`config.mk`:
```
export PLATFORM = sky130hd
export DESIGN_NAME = tcbm_link_sequencer
export DESIGN_NICKNAME = d
export VERILOG_FILES = /design/src/rtl/tcbm_link_sequencer.sv
export SDC_FILE = /design/constraint.sdc
export NUM_CORES = 1
export LEC_CHECK = 0
export CORE_MARGIN = 8
export CORE_UTILIZATION = 51
export DETAILED_ROUTE_END_ITERATION = 6
export PLACE_DENSITY = 0.79
export SYNTH_ARGS = -nofsm -noshare
export SYNTH_HDL_FRONTEND = slang
export SYNTH_SLANG_ARGS = --single-unit
```
`constraint.sdc`:
```
create_clock -name phi2 -period 2.3 [get_ports phi2]
set_input_delay 0.46 -clock phi2 [delete_from_list [all_inputs] [get_ports phi2]]
set_output_delay 0.46 -clock phi2 [all_outputs]
set_load 0.02 [all_outputs]
```
`src/rtl/tcbm_link_sequencer.sv`:
```
// TCBM link sequencer: drives byte writes, command writes and byte reads over a
// DAV/ACK handshake, with a per-edge ACK timeout and a sticky error flag.
module tcbm_link_sequencer #(
  parameter int unsigned SETUP_CYCLES   = 2,
  parameter int unsigned TIMEOUT_CYCLES = 4095,
  parameter logic [7:0]  CMD_CODE       = 8'h81
) (
  input  logic       phi2,
  input  logic       reset,
  input  logic       start,
  input  logic [1:0] op,
  input  logic [7:0] tx_data,
  output logic       busy,
  output logic       done,
  output logic       err,
  output logic [7:0] rx_data,
  output logic [1:0] rx_status,
  output logic [7:0] pa_out,
  output logic       pa_oe,
  input  logic [7:0] pa_in,
  input  logic [1:0] st_in,
  output logic       dav_n,
  input  logic       ack_n
);

  localparam logic [11:0] SETUP_LAST    = 12'(SETUP_CYCLES - 1);
  localparam logic [11:0] TIMEOUT_LIMIT = 12'(TIMEOUT_CYCLES);

  typedef enum logic [2:0] {
    S_IDLE,
    S_SETUP,
    S_DAV_LO,
    S_DAV_HI,
    S_ERR
  } state_t;

  state_t      r_state, w_state_next;
  logic [11:0] r_cnt, w_cnt_next;
  logic        r_is_read, w_is_read_next;
  logic        r_cmd_pending, w_cmd_pending_next;
  logic [7:0]  r_tx, w_tx_next;
  logic [7:0]  r_pa_out, w_pa_out_next;
  logic        r_done, w_done_next;
  logic        r_err, w_err_next;
  logic [7:0]  r_rx_data, w_rx_data_next;
  logic [1:0]  r_rx_status, w_rx_status_next;
  logic        r_ack_meta, r_ack_s;
  logic [11:0] w_cnt_inc;
  logic        w_accept;
  logic        w_active;

  always_ff @(posedge phi2 or posedge reset) begin
    if (reset) begin
      r_ack_meta <= 1'b1;
      r_ack_s    <= 1'b1;
    end else begin
      r_ack_meta <= ack_n;
      r_ack_s    <= r_ack_meta;
    end
  end

  always_ff @(posedge phi2 or posedge reset) begin
    if (reset) begin
      r_state       <= S_IDLE;
      r_cnt         <= '0;
      r_is_read     <= 1'b0;
      r_cmd_pending <= 1'b0;
      r_tx          <= '0;
      r_pa_out      <= '0;
      r_done        <= 1'b0;
      r_err         <= 1'b0;
      r_rx_data     <= '0;
      r_rx_status   <= '0;
    end else begin
      r_state       <= w_state_next;
      r_cnt         <= w_cnt_next;
      r_is_read     <= w_is_read_next;
      r_cmd_pending <= w_cmd_pending_next;
      r_tx          <= w_tx_next;
      r_pa_out      <= w_pa_out_next;
      r_done        <= w_done_next;
      r_err         <= w_err_next;
      r_rx_data     <= w_rx_data_next;
      r_rx_status   <= w_rx_status_next;
    end
  end

  // The done cycle is still IDLE but must not accept a new start.
  assign w_accept  = start && !r_done && (op != 2'b11);
  assign w_cnt_inc = r_cnt + 12'd1;

  always_comb begin
    w_state_next       = r_state;
    w_cnt_next         = r_cnt;
    w_is_read_next     = r_is_read;
    w_cmd_pending_next = r_cmd_pending;
    w_tx_next          = r_tx;
    w_pa_out_next      = r_pa_out;
    w_done_next        = 1'b0;
    w_err_next         = r_err;
    w_rx_data_next     = r_rx_data;
    w_rx_status_next   = r_rx_status;

    case (r_state)
      S_IDLE: begin
        if (w_accept) begin
          w_state_next       = S_SETUP;
          w_cnt_next         = '0;
          w_err_next         = 1'b0;
          w_tx_next          = tx_data;
          w_is_read_next     = (op == 2'b10);
          w_cmd_pending_next = (op == 2'b01);
          if (op == 2'b01) begin
            w_pa_out_next = CMD_CODE;
          end else if (op == 2'b00) begin
            w_pa_out_next = tx_data;
          end
        end
      end

      S_SETUP: begin
        if (r_cnt == SETUP_LAST) begin
          w_state_next = S_DAV_LO;
          w_cnt_next   = '0;
        end else begin
          w_cnt_next = w_cnt_inc;
        end
      end

      S_DAV_LO: begin
        if (!r_ack_s) begin
          w_state_next = S_DAV_HI;
          w_cnt_next   = '0;
          if (r_is_read) begin
            w_rx_data_next   = pa_in;
            w_rx_status_next = st_in;
          end
        end else if (w_cnt_inc == TIMEOUT_LIMIT) begin
          w_state_next = S_ERR;
          w_cnt_next   = w_cnt_inc;
          w_err_next   = 1'b1;
        end else begin
          w_cnt_next = w_cnt_inc;
        end
      end

      S_DAV_HI: begin
        if (r_ack_s) begin
          w_cnt_next = '0;
          // A command write chains straight into the data byte without leaving busy.
          if (r_cmd_pending) begin
            w_state_next       = S_SETUP;
            w_cmd_pending_next = 1'b0;
            w_pa_out_next      = r_tx;
          end else begin
            w_state_next = S_IDLE;
            w_done_next  = 1'b1;
          end
        end else if (w_cnt_inc == TIMEOUT_LIMIT) begin
          w_state_next = S_ERR;
          w_cnt_next   = w_cnt_inc;
          w_err_next   = 1'b1;
        end else begin
          w_cnt_next = w_cnt_inc;
        end
      end

      S_ERR: begin
        w_state_next       = S_IDLE;
        w_cmd_pending_next = 1'b0;
      end

      default: begin
        w_state_next = S_IDLE;
      end
    endcase
  end

  // Handshake outputs decode directly from state so reset releases them at once.
  assign w_active  = (r_state == S_SETUP) || (r_state == S_DAV_LO) || (r_state == S_DAV_HI);
  assign busy      = w_active;
  assign dav_n     = (r_state != S_DAV_LO);
  assign pa_oe     = w_active && !r_is_read;
  assign pa_out    = r_pa_out;
  assign done      = r_done;
  assign err       = r_err;
  assign rx_data   = r_rx_data;
  assign rx_status = r_rx_status;

endmodule

```
==> images/cell_density.png <==
Bar = 20 um. 8 x 8 tiles, from black (low) to pale yellow (high), 0 to 100% covered.
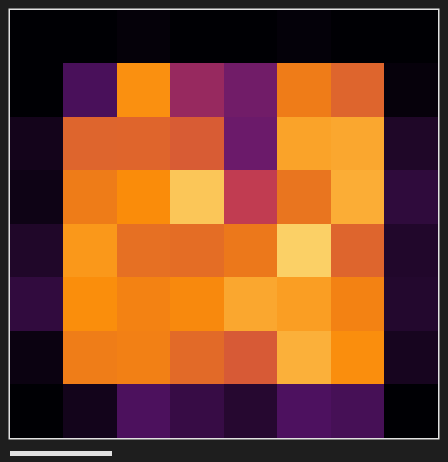
nearly empty tiles: 19%
mean over tiles: 41%
fullest tile: 90%

==> images/metal_density.png <==
Bar = 20 um. 17 x 17 tiles, from black (low) to pale yellow (high), scaled to the fullest tile. Values are wire area over tile area, all layers added.
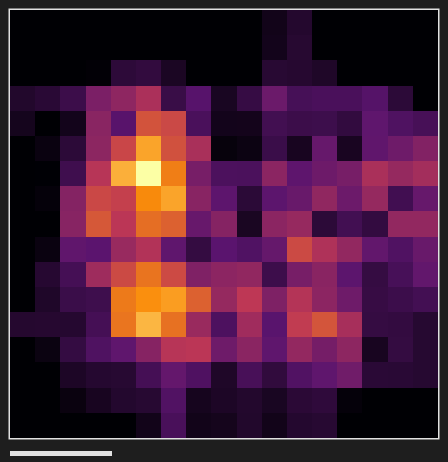
fullest tile: 0.53
densest ninth of the die: middle
tiles over half the peak: 9.7%
emptiest ninth of the die: top right
nearly empty tiles: 25%

==> images/layer_met1.png <==
Bar = 20 um.
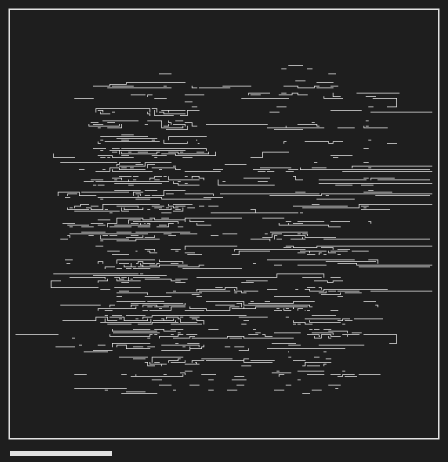
nets with wire on the layer: 270
wire length on this layer: 2400 um
main direction: horizontal
share of all routed wire: 48%
longest straight run: 25.3 um
detailed-route wire length: 4.99 mm
DR vias: 1813
GR Layer Usage met1: 0.181

==> results_dict.tcl <==
# place-and-route summary
set metrics [dict create \
    status "finished, final reports clean" \
    routed.top_layer "met4" \
    holdWs_ns 0.362 \
    synthAoiAreaFrac 0.155 \
    xor_share 0.0112 \
    largest_class "flip-flops and latches" \
    mi_logic_area_um2 1050 \
    drc 0 \
    use_met3 0.0459 \
    synth_area_um2 2340 \
    p_total_mw 1.51 \
    tap_cells 52 \
    hp-class "flop to flop" \
    flops 47 \
    synth_area_leader_cell "dfrtp_1" \
    edf_count 0 \
    postSynth.asyncResetShare 1.00 \
    port_buffers 46 \
    ys_seq_frac 0.503 \
    cp-end-kind "primary output" \
    clock-sinks 47 \
    power_frac_comb 0.086 \
    power_leader "registers" \
    fin_crit_ns 2.20 \
    setup_viol 0 \
    clk_path_buf_depth 2 \
    ios 47 \
    wl_met3_um 275 \
    common_cells "45 x dfrtp_1, 20 x nand2_1, 19 x o21ai_0" \
    path_clk_slew_ns 0.09 \
    synth_stat.cells 224 \
    crit_top_cell "nor2_1" \
    layout.nonclk_buf_frac 0.172 \
    p_comb_mw 0.130 \
    cts.repair.resized 0 \
    ys_chip_area_um2 2340 \
    p_seq_frac 0.569 \
    mux_share 0.0909 \
    p_clk_mw 0.519 \
    final_cell_mix "46 x clkdlybuf4s50_1, 44 x dfrtp_1, 20 x nand2_1" \
    whs_path_depth 0 \
    seq_share 0.404 \
    grt_overflow 0 \
    max_cap_violations 0 \
    synth.net_count 251 \
    fmax_mhz 455 \
    fillers 358 \
    signal_buffers 50 \
    crit_cells 3 \
    postPlaceCellArea_um2 2820 \
    p_int_mw 1.17 \
    ctsHoldBuffers 0 \
    cp_max_fo 7 \
    m1WireLength_mm 2.40 \
    grt_pass1_wl_mm 8.58 \
    ys.flop_type "dfrtp_1" \
    ir_worst_vdd_uv 284 \
    p_seq_mw 0.858 \
    cts_tree "yes" \
    critPathMaxStageDelay_ns 0.56 \
    grt_pass1_vias 1822 \
    clock_area_frac 0.0339 \
    grt_use_total 0.146 \
    synth_cells 224 \
    stdcell_count 323 \
    slew_headroom 0.669 \
    clock_buffers 6 \
    seq_area_um2 1180 \
    crit_chain "nor2_1, nor2_1, clkdlybuf4s50_1" \
    hp-start "r_ack_meta" \
    timing.critical_path.to "busy" \
    largest_reg_flops 12 \
    tool_warnings 28 \
    routed_via_density 5.61 \
    lay_top_count "clkdlybuf4s50_1" \
    fin_area_um2 2920 \
    post-synth-top-count-cell "dfrtp_1" \
    worst_ep_arrival_time_ns 1.74 \
    n_antenna_cell 0 \
    ys_warn_count 0 \
    antenna_found_initial 0 \
    top_register "r_cnt" \
    path_delay_family "buffers and inverters" \
    r2r_start "r_cnt[1]" \
    power.switching_mw 0.340 \
    critPathKind "flop to primary output" \
    die_w_um 83.8 \
    fp.coreArea_um2 4380 \
    postCtsSetupRepairBufs 0 \
    simple_gate_share 0.177 \
    comb_cells 161 \
    dp_hpwl_mm 3.71 \
    tightest_slew_ns 0.496 \
    clock-root-buffer "clkbuf_8" \
    comb_share 0.361 \
    antenna_left 0 \
    grt_max_degree 26 \
    reg2reg_slack_ns 0.33 \
    fa_ha_area_frac 0.0160 \
    path_buffers 1 \
    die_area_um2 7010 \
    holdPathEnd "r_ack_s" \
    drt_iter0_drc 71 \
    layout-area-overhead-vs-synth_pct 24.7 \
    worst_slack_ns 0.102 \
    place_congestion 0.931 \
    nNonClkInverters 5 \
    htree_levels 2 \
    fin_crit_sh 0.956 \
    timing.final.hold_violations 0 \
    ys_ff 47 \
    fin_skew_ns 0.00749 \
    syn_area_per_cell_um2 10.5 \
    rr_worst_depth 7 \
    dp_cells 315 \
    p_clk_frac 0.345 \
    rsz0062_at_grt "false" \
    dp_slack_ns 0.251 \
]
==> images/congestion.png <==
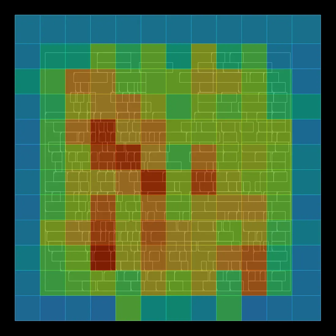
routing usage on met2: 0.237
routed len/inst: 15.5 um
fin util: 0.666
GRT busiest layer: met2

==> images/layer_met2.png <==
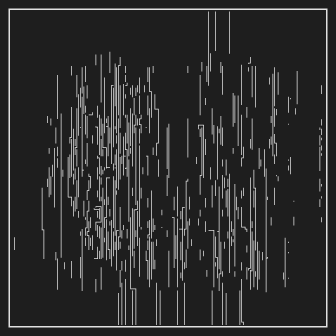
nets with wire on the layer: 247
longest straight run: 38.1 um

